--- src/rtl/vga_timing_pattern_gen.sv ---
// VGA raster timing generator with built-in test patterns (solid, colour bars,
// checkerboard, LFSR noise). All outputs are registered and aligned to x/y.
module vga_timing_pattern_gen #(
  parameter int   H_ACTIVE = 640,
  parameter int   H_FP     = 16,
  parameter int   H_SYNC   = 96,
  parameter int   H_BP     = 48,
  parameter int   V_ACTIVE = 480,
  parameter int   V_FP     = 10,
  parameter int   V_SYNC   = 2,
  parameter int   V_BP     = 33,
  parameter logic HS_POL   = 1'b0,
  parameter logic VS_POL   = 1'b0,
  parameter int   BPC      = 2,
  parameter int   CLK_DIV  = 1,
  parameter int   CHK_LOG2 = 5,
  parameter int   CW       = 10
) (
  input  logic             clk_i,
  input  logic             rst_i,
  input  logic [1:0]       mode_i,
  input  logic [3*BPC-1:0] solid_color_i,
  output logic             hs_o,
  output logic             vs_o,
  output logic             active_o,
  output logic [CW-1:0]    x_o,
  output logic [CW-1:0]    y_o,
  output logic [3*BPC-1:0] rgb_o,
  output logic             frame_start_o,
  output logic [7:0]       frame_cnt_o
);

  localparam int H_TOTAL = H_ACTIVE + H_FP + H_SYNC + H_BP;
  localparam int V_TOTAL = V_ACTIVE + V_FP + V_SYNC + V_BP;
  localparam int DW      = (CLK_DIV > 1) ? $clog2(CLK_DIV) : 1;

  localparam logic [DW-1:0] DIV_LAST = DW'(CLK_DIV - 1);
  localparam logic [CW-1:0] H_LAST   = CW'(H_TOTAL - 1);
  localparam logic [CW-1:0] V_LAST   = CW'(V_TOTAL - 1);
  localparam logic [CW-1:0] H_ACT    = CW'(H_ACTIVE);
  localparam logic [CW-1:0] V_ACT    = CW'(V_ACTIVE);
  localparam logic [CW-1:0] HS_START = CW'(H_ACTIVE + H_FP);
  localparam logic [CW-1:0] HS_END   = CW'(H_ACTIVE + H_FP + H_SYNC);
  localparam logic [CW-1:0] VS_START = CW'(V_ACTIVE + V_FP);
  localparam logic [CW-1:0] VS_END   = CW'(V_ACTIVE + V_FP + V_SYNC);
  localparam logic [CW-1:0] BAR_W    = CW'(H_ACTIVE / 8);

  logic [DW-1:0]    div_q, div_d;
  logic [CW-1:0]    x_q, x_d, y_q, y_d;
  logic             hs_q, hs_d, vs_q, vs_d, active_q, active_d;
  logic [3*BPC-1:0] rgb_q, rgb_d, pixel;
  logic             frameStart_q;
  logic [7:0]       frameCnt_q;
  logic [1:0]       mode_q, mode_d;
  logic [15:0]      lfsr_q, lfsr_d;
  logic             pe, origin;
  logic [2:0]       barBits;

  // Everything is computed from the position the next pixel enable will land on,
  // so the registered colour/sync outputs line up with x/y on the same cycle.
  always_comb begin
    pe     = (div_q == DIV_LAST);
    div_d  = pe ? '0 : div_q + 1'b1;
    x_d    = x_q + 1'b1;
    y_d    = y_q;
    if (x_q == H_LAST) begin
      x_d = '0;
      y_d = (y_q == V_LAST) ? '0 : y_q + 1'b1;
    end
    origin   = (x_d == '0) && (y_d == '0);
    mode_d   = origin ? mode_i : mode_q;
    active_d = (x_d < H_ACT) && (y_d < V_ACT);
    hs_d     = (x_d >= HS_START && x_d < HS_END) ? HS_POL : ~HS_POL;
    vs_d     = (y_d >= VS_START && y_d < VS_END) ? VS_POL : ~VS_POL;
    lfsr_d   = {1'b0, lfsr_q[15:1]} ^ (lfsr_q[0] ? 16'hB400 : 16'h0000);
    barBits  = 3'd7 - 3'(x_d / BAR_W);
    pixel    = '0;
    case (mode_d)
      2'd0: pixel = solid_color_i;
      2'd1: pixel = {{BPC{barBits[2]}}, {BPC{barBits[1]}}, {BPC{barBits[0]}}};
      2'd2: pixel = (x_d[CHK_LOG2] ^ y_d[CHK_LOG2]) ? '0 : {(3*BPC){1'b1}};
      default: pixel = lfsr_q[3*BPC-1:0];
    endcase
    rgb_d = active_d ? pixel : '0;
  end

  // frame_start is a single-clk pulse even when pixels span several clks.
  always_ff @(posedge clk_i) begin
    if (rst_i) begin
      div_q        <= '0;
      x_q          <= H_LAST;
      y_q          <= V_LAST;
      hs_q         <= ~HS_POL;
      vs_q         <= ~VS_POL;
      active_q     <= 1'b0;
      rgb_q        <= '0;
      frameStart_q <= 1'b0;
      frameCnt_q   <= 8'd0;
      mode_q       <= 2'd0;
      lfsr_q       <= 16'hACE1;
    end else begin
      div_q        <= div_d;
      frameStart_q <= 1'b0;
      if (pe) begin
        x_q          <= x_d;
        y_q          <= y_d;
        hs_q         <= hs_d;
        vs_q         <= vs_d;
        active_q     <= active_d;
        rgb_q        <= rgb_d;
        mode_q       <= mode_d;
        frameStart_q <= origin;
        if (origin) frameCnt_q <= frameCnt_q + 8'd1;
        if (active_d) lfsr_q <= lfsr_d;
      end
    end
  end

  assign hs_o          = hs_q;
  assign vs_o          = vs_q;
  assign active_o      = active_q;
  assign x_o           = x_q;
  assign y_o           = y_q;
  assign rgb_o         = rgb_q;
  assign frame_start_o = frameStart_q;
  assign frame_cnt_o   = frameCnt_q;

endmodule

--- config.mk ---
export PLATFORM = sky130hd
export DESIGN_NAME = vga_timing_pattern_gen
export DESIGN_NICKNAME = d
export VERILOG_FILES = /design/src/rtl/vga_timing_pattern_gen.sv
export SDC_FILE = /design/constraint.sdc
export NUM_CORES = 1
export LEC_CHECK = 0
export ABC_CLOCK_PERIOD_IN_PS = 8700
export CAP_MARGIN = 30
export CELL_PAD_IN_SITES_DETAIL_PLACEMENT = 2
export CELL_PAD_IN_SITES_GLOBAL_PLACEMENT = 2
export CORE_MARGIN = 2
export CORE_UTILIZATION = 30
export DETAILED_ROUTE_END_ITERATION = 10
export PLACE_DENSITY_LB_ADDON = 0.1
export REMOVE_ABC_BUFFERS = 1
export SYNTH_ARGS = -nofsm -noshare
export SYNTH_HDL_FRONTEND = slang
export SYNTH_SLANG_ARGS = --single-unit
--- constraint.sdc ---
create_clock -name clk_i -period 8.7 [get_ports clk_i]
set_input_delay 0.87 -clock clk_i [delete_from_list [all_inputs] [get_ports clk_i]]
set_output_delay 0.87 -clock clk_i [all_outputs]
set_load 0.01 [all_outputs]
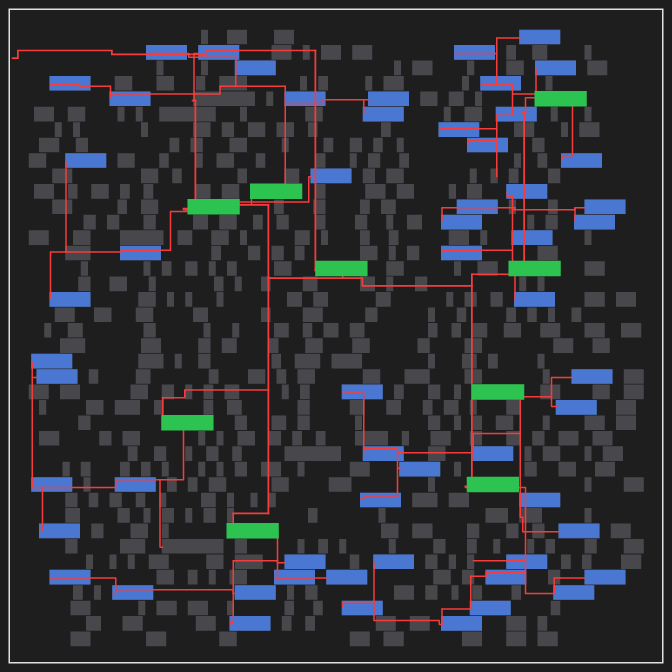
Figure 1: clock network drawn from the DEF.
[blue] flip-flops | count: 57
[green] clock drivers | count: 9
[red] clock wires | length: 1070 microns
routed clock nets: 10
flops lie: widely spread
Late-Pin Clk Latency: 0.34 ns
power in the clock group: 0.000395 W
post-route clock skew: 0.00631 ns
clock share of power: 41.7%

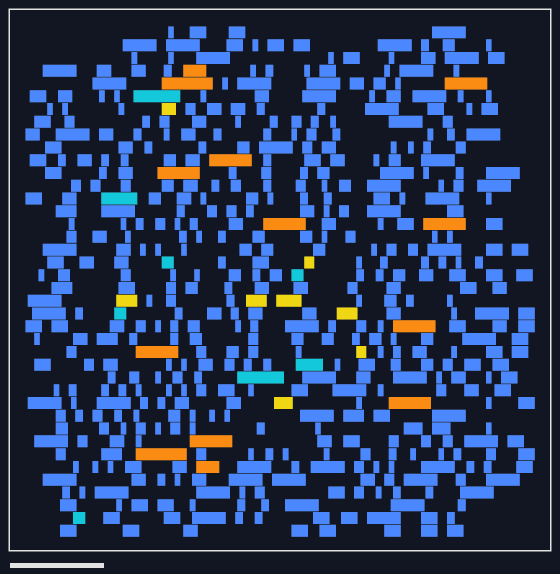
Figure 2: sizing map.
Bar = 20 microns.
| colour | size | cells | share |
|---|---|---|---|
| orange | _6 and larger | 13 | 2.6% |
| blue | _0 and _1 cells | 472 | 94% |
| cyan | _3 and _4 cells | 8 | 1.6% |
| yellow | _2 cells | 8 | 1.6% |
post-layout worst setup margin: 4.62 ns
Layout Cell Area excl Fill: 4540 sq um
layout-stage area growth over the synthesis result: 23.1%
Non-clk bufs: 51

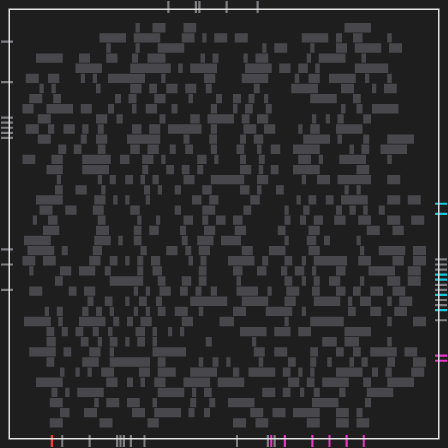
Figure 3: pin placement.
Pins as bars across the die edge, other pins in grey.
| colour | port | pins | direction | edge |
|---|---|---|---|---|
| magenta | `frame_cnt_o` | 8 | output | 6 bottom, 2 right |
| red | `rst_i` | 1 | input | bottom |
| cyan | `rgb_o` | 6 | output | right |
all pins by edge: 17 bottom, 16 right, 10 left, 5 top
count of buffers from port buffering: 47
Die W: 115 microns
Die H: 115 microns

==> summary.txt <==
Flow results.

- Across all register-to-register paths, the minimum setup slack is 4.62 ns.
- The floorplan step records an initial core utilization of 30.7%.
- The total count of hold-check failures in the final report is 0.
- The fraction of met1 tracks used by global routing is 26.0%.
- The peak per-stage delay on the critical path is 0.64 ns.
- The maximum vdd drop is 0.0810 mV.
- The post-cts gate resize count is 0.
- The area fraction of the largest cell type after synthesis is 30.9%.
- The library cells used most frequently in the layout, excluding fill and tap cells, are sky130_fd_sc_hd__dfxtp_1 (57), sky130_fd_sc_hd__nor2_1 (51), sky130_fd_sc_hd__clkdlybuf4s50_1 (47).
- The script extracted a net switching power of 0.000306 W.
- The total negative slack for setup checks is 0 ns.
- TritonCTS built the clock tree.
- In the routed layout, each cell is associated on average with a via count of 5.74.
- The overall routed net length is 12900 microns.
- The post-route minimum period is 4.08 ns.
- The stage logs contain a warning count of 27.
- Setup repair after global routing left no endpoint under its margin.
- The CTS buffer count is 9.
- For this design, the CTS-stage hold fixing added 0 buffers.
- The routed layout has 3720 vias.
- The layer flagged by global routing as most heavily used is met2.
- Sequential cells were found to cover 30.9% of the synthesized design area.
- After technology mapping, the gate count stands at 468.
- The synthesis report gives the async set-or-reset register share as 0%.
- The data required time reported for the critical path is 8.90 ns.
- The worst hold margin is 0.461 ns.
- The main area contributors are sky130_fd_sc_hd__dfxtp_1 (31%), sky130_fd_sc_hd__nor2_1 (5.2%), sky130_fd_sc_hd__nand2_1 (4.5%).
- The timing report attributes the biggest portion of critical-path delay to simple AND/OR/NAND/NOR gates.
- Non-clock buffers make up 11.0% of the layout cell area.
- The internal portion of the total power is 0.000643 W.
- The met2 global-route usage is 35.3%.
- In this run the standard cell core region covers 12000 sq um.
- The sum of met3 wire segment lengths after detailed routing is 363 microns.
- The launching element of the worst setup path is x_o[0].
- The flow ran to the end, and the final reports show no timing, DRC or antenna violations.
- For the worst flop-to-flop path, the logic depth is 9.
- A synthesized cell averages 7.89 sq um.
- The kind of end point of the critical path is a register.
==> metrics by stage <==
step           cells  util [%]  setup slack (ns)
2_1_floorplan    434         -              4.72
3_3_place_gp     632      35.1              4.88
3_5_place_dp     632      35.1              4.67
4_1_cts          648      37.8              4.60
5_1_grt          648      37.8              4.29
6_report         648      37.8              4.62
==> cells in the mapped netlist (9+ instances only) <==
cell type / instances
sky130_fd_sc_hd__mux2i_1: 16
sky130_fd_sc_hd__a211oi_1: 10
sky130_fd_sc_hd__xnor2_1: 15
sky130_fd_sc_hd__nor2_1: 51
sky130_fd_sc_hd__nand4_1: 11
sky130_fd_sc_hd__a31oi_1: 9
sky130_fd_sc_hd__nand3_1: 21
sky130_fd_sc_hd__a21oi_1: 21
sky130_fd_sc_hd__and3_1: 9
sky130_fd_sc_hd__inv_1: 11
sky130_fd_sc_hd__dfxtp_1: 57
sky130_fd_sc_hd__nand2_1: 44
sky130_fd_sc_hd__o21ai_0: 32
sky130_fd_sc_hd__clkbuf_1: 21
==> worst register-to-register path, cell delays in order, from the launching register on <==
cell,delay [ns]
sky130_fd_sc_hd__dfxtp_1,0.48
sky130_fd_sc_hd__ha_1,0.36
sky130_fd_sc_hd__nand4_4,0.17
sky130_fd_sc_hd__or3_1,0.64
sky130_fd_sc_hd__o21ai_1,0.60
sky130_fd_sc_hd__and4_1,0.31
sky130_fd_sc_hd__nand4b_1,0.38
sky130_fd_sc_hd__or2_0,0.50
sky130_fd_sc_hd__o311ai_1,0.35
sky130_fd_sc_hd__a22oi_1,0.15
==> sequential cells by signal, indices dropped and copies added (netlist names) <==
name	cells
frame_cnt_o	8
x_o	10
active_o	1
y_o	10
rgb_o	6
vs_o	1
hs_o	1
div_q	1
lfsr_q	16
frame_start_o	1
mode_q	2
Power is estimated from default activity; no workload was simulated.
